**The metal 3 layer**

Drawn at 6 px/um.
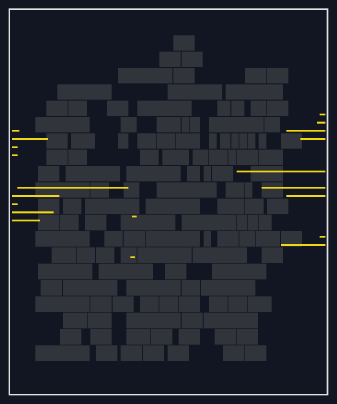
**Wire density map**

Drawn at 6 px/um. The die is cut into 11 by 13 equal tiles; dark purple is low, yellow is high, scaled to the fullest tile. Values are wire area over tile area, all layers added.
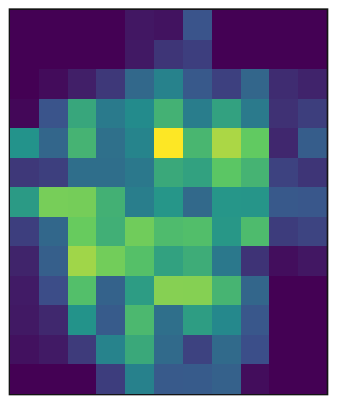
==> config.mk <==
export PLATFORM = sky130hd
export DESIGN_NAME = fetch_sequencer
export DESIGN_NICKNAME = d
export VERILOG_FILES = /design/src/rtl/fetch_sequencer.sv
export SDC_FILE = /design/constraint.sdc
export NUM_CORES = 1
export LEC_CHECK = 0
export CAP_MARGIN = 20
export CORE_ASPECT_RATIO = 1.25
export CORE_MARGIN = 4
export CORE_UTILIZATION = 46
export DETAILED_ROUTE_END_ITERATION = 6
export GPL_ROUTABILITY_DRIVEN = 1
export GPL_TIMING_DRIVEN = 0
export PLACE_DENSITY = 0.92
export SKIP_LAST_GASP = 1
export SYNTH_ARGS = -nofsm -noshare
export SYNTH_HDL_FRONTEND = slang
export SYNTH_SLANG_ARGS = --single-unit
==> constraint.sdc <==
create_clock -name clk -period 3.6 [get_ports clk]
set_input_delay 0.9 -clock clk [delete_from_list [all_inputs] [get_ports clk]]
set_output_delay 0.9 -clock clk [all_outputs]
set_load 0.01 [all_outputs]
==> flow_summary.toml <==
# generated from flow reports
[pwr]
p_leak_nw = 0.738
pwr_density_cell_nw_per_um2 = 799
total_power_mw = 1.32
switchingPower_mw = 0.453
p_comb_mw = 0.720
p_int_mw = 0.866
power.clock.total_mw = 0.124
power.share.combinational = 0.546
p_seq_mw = 0.474
top_power_group = "combinational cells"
switching_share = 0.343

[die]
die-area_um2 = 3380
die_h_um = 64.0
row_count = 20
taps = 33
die_w_um = 52.8

[finish]
comb_cells = 47
num_antenna_cells = 0
final_nets = 144
nClkBuffers = 3
regArea_um2 = 676
finalNonFillerCells = 162
layout-drive-gt1-share = 0.178
logic_area_um2 = 414
stdcell_area_um2 = 1650
flops = 27
comb_share = 0.251
largest_register_ffs = 16

[cts]
tritoncts = "built"
cts_buffers = 3
ctsResizeCount = 0
clk_latency_ns = 0.31
clock-sinks = 27
clkTransAtPathRegs_ns = 0.14
root_buffer = "clkbuf_4"

[setup_path]
slowest_stage = "clkdlybuf4s50_1"
crit_required_ns = 2.70
reg2regPathDepth = 7
cp.arrival_ns = 1.88
crit_path_max_fanout = 10
criticalPathCategory = "reg2out"
path_cells = "buf_2 > nor2_1 > nand2_1 > inv_1 > clkdlybuf4s50_1"
worst_setup_path_end_kind = "output port"
max_stage_delay_ns = 0.53

[synth]
synth_cell_types = 23
yosysChipArea_um2 = 1150
top_cell = "dfrtp_1"
yosysWarnings = 0
ys_cells = 84
synth_cells = 84
ys_sh_xor = 0
syn_area_per_cell_um2 = 13.7
ys_seq_share = 0.586
synthFlopType = "dfrtp_1"
fp_nets = 98
async_flop_share = 1.00
edf_count = 0
mux_share = 0.0954
ys_seq_elements = 27
ys_sh_simple = 0.0770

[place]
placed_area_um2 = 1600
port_buffers = 40
dpl_worst_slack_ns = 1.17

[final_timing]
maxSlewViolCount = 0
slew_headroom = 0.563
setup-tns-final_ns = 0
max_freq_ghz = 0.359
fin_hold_ws_ns = 0.525
worstMarginPinSlew_ns = 0.653
clock-skew-final_ns = 0.00488
hold_violations = 0
period_used_share = 0.773

[hold_path]
hp-class = "reg2reg"
whs_path_depth = 1

[run]
cap_viol_max_count = 0

[grt]
grt_max_degree = 28

[drt]
routed_via_density = 5.24
drt_iter0_drc = 16
drc = 0

[status]
status = "finished, final reports clean"
Back to the opening pictures, 'the metal 3 layer':
main direction	horizontal
longest straight run	18.2 um
nets with wire on the layer	18
wire length on this layer	96.4 um
share of all routed wire	3.4%
Vias: 849
WL final: 2800 um
met3 track demand over resource: 0.0210

Back to the opening pictures, 'wire density map':
emptiest ninth of the die	upper left
mean over tiles	0.13
tiles over half the peak	29%
fullest tile	0.40
Routed WL per cell: 17.3 um
GRT Total Usage: 0.173

## layout by cell type, fill, tap and decap left out, types with 2 or more instances in the layout
cell type        synthesis  final
a22o_1                  16     16
dfrtp_1                 27     27
mux2_2                   8      8
clkbuf_4                 0      3
nor2_1                   4      4
buf_2                    3      3
nand2b_1                 2      2
clkdlybuf4s50_1          0     40
nand2_1                  3      3
buf_6                    2      2
buf_4                    2      2
inv_1                    3      3
mux2i_1                  2      2
## layer usage
metal / GRT usage / up-vias / share of wire / wire (um)
li1: - / 399 / - / -
met1: 0.213 / 427 / 0.42 / 1180
met2: 0.309 / 19 / 0.54 / 1510
met3: 0.0210 / 4 / 0.034 / 96
met4: 0.0479 / 0 / 0.0057 / 16
met5: 0 / - / 0 / 0
